<file path="src/rtl/uart_tx.sv">
// uart_tx: 8N1 RS232 transmitter, valid/ready byte input, registered TXD.
// Define UART_TX_PARITY_EN to build 8E1 frames with an even-parity bit.
module uart_tx #(
  parameter int CLOCK_RATE = 125_000_000,
  parameter int BAUD_RATE  = 115_200
) (
  input  logic       clk_tx,
  input  logic       rst_clk_tx_n,
  input  logic [7:0] tx_data,
  input  logic       tx_data_valid,
  output logic       tx_data_rdy,
  output logic       txd_tx,
  output logic       tx_busy
);
  localparam int DIV = (CLOCK_RATE + BAUD_RATE / 2) / BAUD_RATE;
  localparam int CW = $clog2(DIV);
  localparam logic [CW-1:0] CNT_LAST = CW'(DIV - 1);

`ifdef UART_TX_PARITY_EN
  typedef enum logic [2:0] {IDLE, START, DATA, PARITY, STOP} state_t;
`else
  typedef enum logic [1:0] {IDLE, START, DATA, STOP} state_t;
`endif

  state_t        state_q, state_d;
  logic [CW-1:0] cnt_q, cnt_d;
  logic [2:0]    idx_q, idx_d;
  logic [7:0]    shift_q, shift_d;
  logic          txd_q, txd_d;
  logic          bit_end;
  logic          accept;
`ifdef UART_TX_PARITY_EN
  logic          par_q, par_d;
`endif

  assign bit_end = (cnt_q == CNT_LAST);
  // Ready comes only from registered state, never from valid.
  assign tx_data_rdy = (state_q == IDLE) ||
                       ((state_q == STOP) && bit_end);
  assign accept  = tx_data_valid && tx_data_rdy;
  assign tx_busy = (state_q != IDLE);
  assign txd_tx  = txd_q;

  always_comb begin
    state_d = state_q;
    cnt_d   = cnt_q;
    idx_d   = idx_q;
    shift_d = shift_q;
    txd_d   = 1'b1;
`ifdef UART_TX_PARITY_EN
    par_d   = par_q;
`endif
    if (state_q != IDLE) begin
      cnt_d = bit_end ? '0 : cnt_q + CW'(1);
    end
    unique case (state_q)
      IDLE: begin
        txd_d = 1'b1;
      end
      START: begin
        txd_d = 1'b0;
        if (bit_end) begin
          state_d = DATA;
          idx_d   = '0;
        end
      end
      DATA: begin
        txd_d = shift_q[0];
        if (bit_end) begin
          shift_d = {1'b0, shift_q[7:1]};
          idx_d   = idx_q + 3'd1;
          if (idx_q == 3'd7) begin
`ifdef UART_TX_PARITY_EN
            state_d = PARITY;
`else
            state_d = STOP;
`endif
          end
        end
      end
`ifdef UART_TX_PARITY_EN
      PARITY: begin
        txd_d = par_q;
        if (bit_end) begin
          state_d = STOP;
        end
      end
`endif
      STOP: begin
        txd_d = 1'b1;
        if (bit_end) begin
          state_d = IDLE;
        end
      end
      default: begin
        state_d = IDLE;
      end
    endcase
    // Accept is only possible in IDLE or on the final STOP clock.
    if (accept) begin
      state_d = START;
      cnt_d   = '0;
      shift_d = tx_data;
`ifdef UART_TX_PARITY_EN
      par_d   = ^tx_data;
`endif
    end
  end

  always_ff @(posedge clk_tx or negedge rst_clk_tx_n) begin
    if (!rst_clk_tx_n) begin
      state_q <= IDLE;
      cnt_q   <= '0;
      idx_q   <= '0;
      shift_q <= '0;
      txd_q   <= 1'b1;
    end else begin
      state_q <= state_d;
      cnt_q   <= cnt_d;
      idx_q   <= idx_d;
      shift_q <= shift_d;
      txd_q   <= txd_d;
    end
  end

`ifdef UART_TX_PARITY_EN
  always_ff @(posedge clk_tx or negedge rst_clk_tx_n) begin
    if (!rst_clk_tx_n) begin
      par_q <= 1'b0;
    end else begin
      par_q <= par_d;
    end
  end
`endif

endmodule

</file>
<file path="config.mk">
export PLATFORM = sky130hd
export DESIGN_NAME = uart_tx
export DESIGN_NICKNAME = d
export VERILOG_FILES = /design/src/rtl/uart_tx.sv
export SDC_FILE = /design/constraint.sdc
export NUM_CORES = 1
export LEC_CHECK = 0
export CAP_MARGIN = 40
export CORE_UTILIZATION = 31
export CTS_CLUSTER_DIAMETER = 40
export DETAILED_ROUTE_END_ITERATION = 12
export PLACE_DENSITY_LB_ADDON = 0.08
export SYNTH_ARGS = -nofsm -noshare
export SYNTH_HDL_FRONTEND = slang
export SYNTH_SLANG_ARGS = --single-unit
</file>
<file path="constraint.sdc">
create_clock -name clk_tx -period 4.5 [get_ports clk_tx]
set_clock_uncertainty 0.1 [all_clocks]
set_input_delay 0.9 -clock clk_tx [delete_from_list [all_inputs] [get_ports clk_tx]]
set_output_delay 0.9 -clock clk_tx [all_outputs]
set_load 0.05 [all_outputs]
</file>
run_1/placement_by_type.png
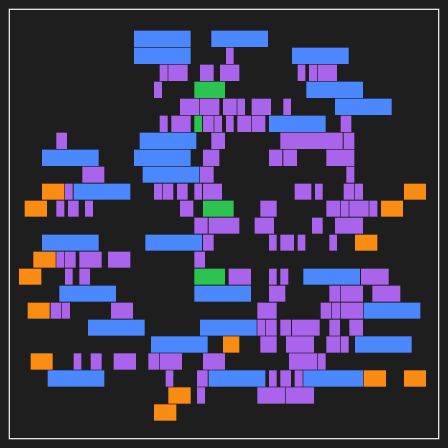
class	color	cells	share of their area
clock drivers and dummy loads	green	4	2.9%
combinational and other logic	purple	111	47%
sequential cells	blue	25	41%
remaining buffers and delay cells	orange	14	8.9%
area of the core: 0.004115 mm^2
share of the core filled with cells: 38.92%
FP Rows: 23
sequential cell area share: 39.14%

run_1/sizes.png
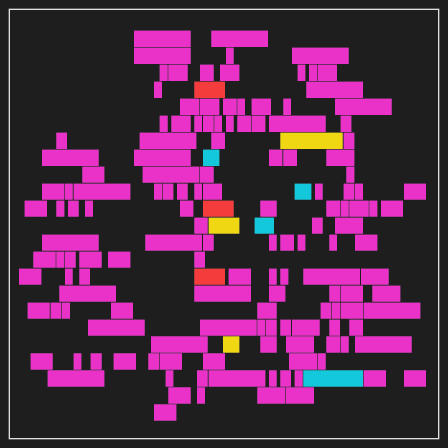
size	color	cells
_0 and _1 cells	magenta	144
_3 and _4 cells	yellow	3
_2 cells	cyan	4
_6 and larger	red	3
final worst setup slack: 0.6751 ns
cell area after layout: 0.001602 mm^2
area delta synth->final: 16.68%
non-clock buffer count in the final layout: 14

run_1/congestion.png
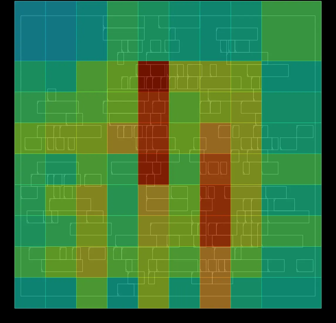
overall track demand over capacity in global routing: 13.49%
Top Usage Layer GRT: met2
met3 Use GR: 2.467%
WL/cell: 13.67 um
GR Util met1: 17.24%

[run 1: final cells by class]
cell class                 instances  area, um^2  share of cell area [%]
timing repair buffer              14       137.6                   8.594
clock buffer                       4       45.04                   2.812
inverter                           6       22.52                   1.406
tap                               50       62.56                   3.906
multi-input combinational        105       706.9                   44.14
sequential                        25       626.9                   39.14
[run 1: layer usage]
layer | part of all wire, % | wire length (um) | track usage [%] | vias up
met2 | 47 | 1300 | 21.94 | 20
met4 | 1.8 | 51 | 6.250 | 0
met3 | 3.6 | 101 | 2.467 | 5
met1 | 48 | 1335 | 17.24 | 488
li1 | - | - | - | 521
met5 | 0 | 0 | 0 | -
[run 1: final timing paths]
check,startpoint,to,cells past startpoint
worst max-delay path,cnt_q[6]$_DFFE_PN0P_,tx_data_rdy,5
worst min-delay path,idx_q[1]$_DFFE_PN0P_,idx_q[1]$_DFFE_PN0P_,1
worst max register to register,cnt_q[6]$_DFFE_PN0P_,shift_q[3]$_DFFE_PN0P_,4
worst min register to register,idx_q[1]$_DFFE_PN0P_,idx_q[1]$_DFFE_PN0P_,1
max in group asynchronous,rst_clk_tx_n,shift_q[6]$_DFFE_PN0P_,2
min in group asynchronous,rst_clk_tx_n,state_q[0]$_DFFE_PN0P_,1
[run 1: flip-flops by register name (all words and copies together), names as in the netlist]
register / count
idx_q: 3
txd_tx: 1
shift_q: 8
state_q: 2
cnt_q: 11
[run 1: logic make-up (layout without fill, tap and decap cells)]
group | after synthesis | after routing | share of synthesized area (%)
AND/OR/NAND/NOR | 55 | 55 | 20.15
buffers and inverters | 8 | 24 | 2.825
multiplexers | 8 | 8 | 5.834
adder cells (fa/ha/maj) | 9 | 9 | 8.204
AND-OR/OR-AND | 26 | 26 | 12.85
flip-flops | 25 | 25 | 45.67
XOR/XNOR | 7 | 7 | 4.467
==> notes.md, run 1 <==
Figures from the implementation reports.

- The flow ran to the end, and the final reports show no timing, DRC or antenna violations.
- The kind of end point of the critical path reads an output port.
- The total congestion overflow reads 0.
- Across the run, the number of max-cap violations was 0.
- A synthesized cell averages 9.946 um^2.
- The sink count of the clock tree reads 25.
- The via count of the first global-routing pass is 983.
- Among all stages on the critical path, the largest delay is contributed by sky130_fd_sc_hd__clkdlybuf4s50_1.
- The number of cells reported by Yosys stat comes to roughly 140.
- The pin count of the biggest net entering global routing is 18.
- The share of the cycle needed by the critical path after routing reads 85.00%.
- The placement-stage worst setup slack reads around 0.99 ns.
- The worst-margin pin slew is 0.8519 ns.
- The source-to-sink clock delay at the later pin of the worst-skew pair reads 0.27 ns.
- The cell family with the largest share of critical-path delay is simple AND/OR/NAND/NOR gates.
- The initial antenna violation count reads 0.
- The clock network is responsible for 36.2% of the overall power.
- The final critical delay including setup and external delays reads between 3 and 4 ns.
- The completed layout was analyzed and its total power is 374.2 uW.
- The final report lists the setup-violating endpoint count as 0.
- The most critical min-delay path falls under register to register.
- Per the timing report, the biggest fanout along the worst path comes to 6.
- After synthesis, the chip area reported by Yosys is 0.001373 mm^2.
- The power share of the sequential group reads 60.0%.
- Setup repair after global routing left no endpoint under its margin.
- For this run, the detailed router reports a per-instance via density of 5.069.
- Per STA, the worst path is made up of or4b_4 > nor3_1 > nand2_1 > nand2_1 > clkdlybuf4s50_1.
- The die outline area reads between 0.004 and 0.005 mm^2.
- The detailed placer reported the number of placed instances as 200.
- The final layout net count reads 175.
- The total count of hold-check failures in the final report is 0.
- The setup fix buffers added after clock tree synthesis reads 0.
- The critical path in this run is classified as register to output port.
- The fill cell total of the finished layout reads 415.
- Note, the detailed placer reported a final HPWL of 2.043 mm.
- The synthesis report lists the Yosys warning total as 0.
- The register bit count reported by yosys reads 25.
- Summed over all failing endpoints, the final setup total negative slack is 0 ns.
- The worst-case register-to-register setup slack is 2.14 ns.
- The share of layout cells above drive strength 1 is under 10%.
- The number of levels in the clock H-tree reads 1.
- The number of cells in the finished layout apart from fillers is 204.
- The final weighted congestion recorded by global placement is 0.7823.
- The cell area power density is 233.6 mW/mm^2.
## Run 2: what changed since run 1
==> constraint.sdc (replaced) <==
create_clock -name clk_tx -period 3.5 [get_ports clk_tx]
set_clock_uncertainty 0.1 [all_clocks]
set_input_delay 0.7 -clock clk_tx [delete_from_list [all_inputs] [get_ports clk_tx]]
set_output_delay 0.7 -clock clk_tx [all_outputs]
set_load 0.05 [all_outputs]
run_2/congestion.png
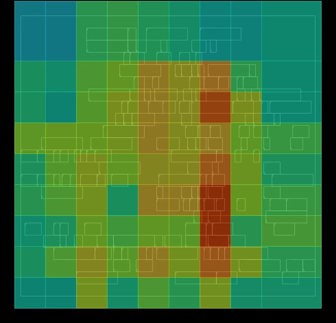
share of the core filled with cells: 39.04%
WL/cell: 13.06 um

run_2/cell_density.png
The die is cut into 7 by 7 equal tiles; black is low, pale yellow is high, 0 to 100% covered.
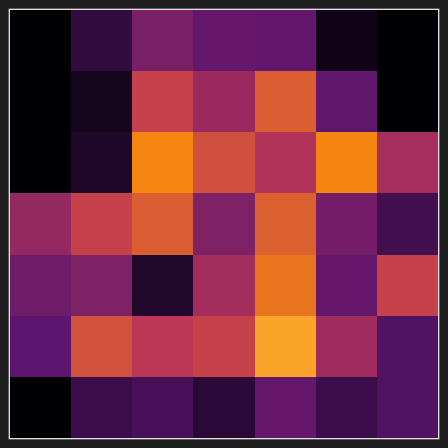
mean over tiles	33%
tiles over 75% full	2.0%
densest ninth of the die	middle
fullest tile	80%
emptiest ninth of the die	top left
nearly empty tiles	12%

run_2/sizes.png
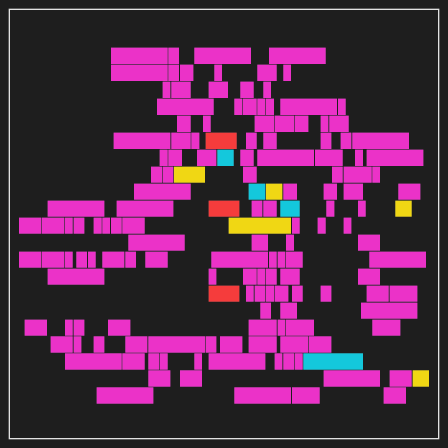
size	color	cells
_6 and larger	red	3
_2 cells	cyan	4
_0 and _1 cells	magenta	143
_3 and _4 cells	yellow	5

==> notes.md, run 2 <==
Figures from the implementation reports.

- The area reported by Yosys stat reads 0.001373 mm^2.
- On the critical path the largest part of the delay comes from buffers and inverters.
- Looking at the max-slew report, the worst-margin pin has a slew of ~0.79 ns.
- The terminus of the critical flop-to-flop path reads shift_q[2]$_DFFE_PN0P_.
- The proportion of power drawn by the clock network is 36.3%.
- Setup violations remaining at the end of the flow were counted as 0.
- The die covers between 0.004 and 0.005 mm^2.
- The depth of the worst hold-timing path reads 1.
- Fill cells in the final layout number 407.
- The via count of the first global-routing pass is approximately 990.
- The placement summary gives the final routability congestion estimate as between 0.8 and 0.9.
- Traced cell by cell, the critical path runs through inv_1 > ha_1 > inv_1 > clkdlybuf4s50_1.
- The sink count of the clock tree is 25.
- The source of the worst hold timing path reads idx_q[0]$_DFFE_PN0P_.
- The kind of end point of the critical path reads an output port.
- Max fanout on the critical path was recorded as 6.
- The worst hold-check path type is register to register.
- The detailed-routed wire length on met3 is 101 um.
- The number of cells in the yosys synthesis report is 138.
- Post-CTS timing repair inserted 0 buffers for setup.
- The routed metal-1 wirelength reads 1.429 mm.
- Setup slack on the critical path of the routed design comes to 0.6295 ns.
- In this run the maximum-capacitance check reported violations numbering 0.
- The run finished with clean final reports.
- The HPWL after detailed placement reads 1.859 mm.
- The total detailed-routing wirelength reads 2.677 mm.
- The layout summary lists the proportion of cells stronger than drive strength 1 as 7.742%.
- For the finished layout, the period the worst path requires is between 2 and 3 ns.
- The floorplan step defined a core boundary enclosing 0.004115 mm^2.
- In the final layout, the registers with the most flip-flops are cnt_q: 11 flops, shift_q: 8 flops, idx_q: 3 flops.
- The uppermost layer routed reads met4.
- After global routing the overflow that remains totals 0.
- The classification of the worst setup path is register to output port.
- For this run, the number of Yosys warnings is 0.
- The path depth of the worst reg2reg path reads 4.
- The placement-stage worst setup slack is a little over 0.9 ns.
- Setup repair after global routing left no endpoint under its margin.
- The register with the most flip-flops in the layout has 11 of them.
- The I/O pin count is 14.
- In this run the register-to-register setup slack is 1.16 ns.
- Routing resource usage on met2 recorded by global route was 19.98%.
- Each instance of the synthesized netlist takes up on average 9.946 um^2.
- As reported, the later end of the worst-skew pair has a clock insertion delay of about 0.27 ns.
- In this run the power density over the cells is 300.2 mW/mm^2.
- The length of routed met2 wiring reads 1.125 mm.
- The global-route track usage on met1 is 18.55%.
- The global router's overall resource usage is a little over an eighth.
- The row count is 23.
- The register containing the most flip-flops in the final layout is cnt_q.
- The worst flop-to-flop path startpoint reads cnt_q[6]$_DFFE_PN0P_.
[run 2: how the worst max path moves through the flow]
stage / cells past startpoint / slack [ns] / end / startpoint
after floorplan: 4 / 0.87 / tx_data_rdy / cnt_q[6]$_DFFE_PN0P_
after global placement: 4 / 0.95 / tx_busy / state_q[1]$_DFFE_PN0P_
after detailed placement: 4 / 0.93 / tx_busy / state_q[1]$_DFFE_PN0P_
after CTS: 4 / 0.63 / tx_busy / state_q[1]$_DFFE_PN0P_
after global routing: 4 / 0.52 / tx_busy / state_q[1]$_DFFE_PN0P_
final: 4 / 0.63 / tx_busy / state_q[1]$_DFFE_PN0P_
[run 2: per-stage QoR]
step	hold WS [ns]	cell area [um^2]	cells	total power, uW
after global routing	0.4229	1607	205	507.0
final	0.3947	1607	205	482.2
after CTS	0.4101	1607	205	488.7
after detailed placement	0.3944	1562	201	313.3
after floorplan	0.3044	1373	138	294.7
after global placement	0.3846	1562	201	313.2
[run 2: final cells by class]
| class | instances | area, um^2 | area share, % |
|---|---|---|---|
| Multi-Input combinational cell | 105 | 706.9 | 44.00 |
| Sequential cell | 25 | 626.9 | 39.02 |
| Timing Repair Buffer | 15 | 142.6 | 8.879 |
| Tap cell | 50 | 62.56 | 3.894 |
| Clock buffer | 4 | 45.04 | 2.804 |
| Inverter | 6 | 22.52 | 1.402 |
[run 2: cells by family (layout without fill, tap and decap cells)]
logic type / after synthesis / after routing / share of synthesized area [%]
and+or+nand+nor: 55 / 55 / 20.15
AOI/OAI and AO/OA: 26 / 26 / 12.85
DFF: 25 / 25 / 45.67
adders and majority gates: 9 / 9 / 8.204
muxes: 8 / 8 / 5.834
buffers and inverters: 8 / 25 / 2.825
xor gates and xnor gates: 7 / 7 / 4.467
Power is estimated from default activity; no workload was simulated.
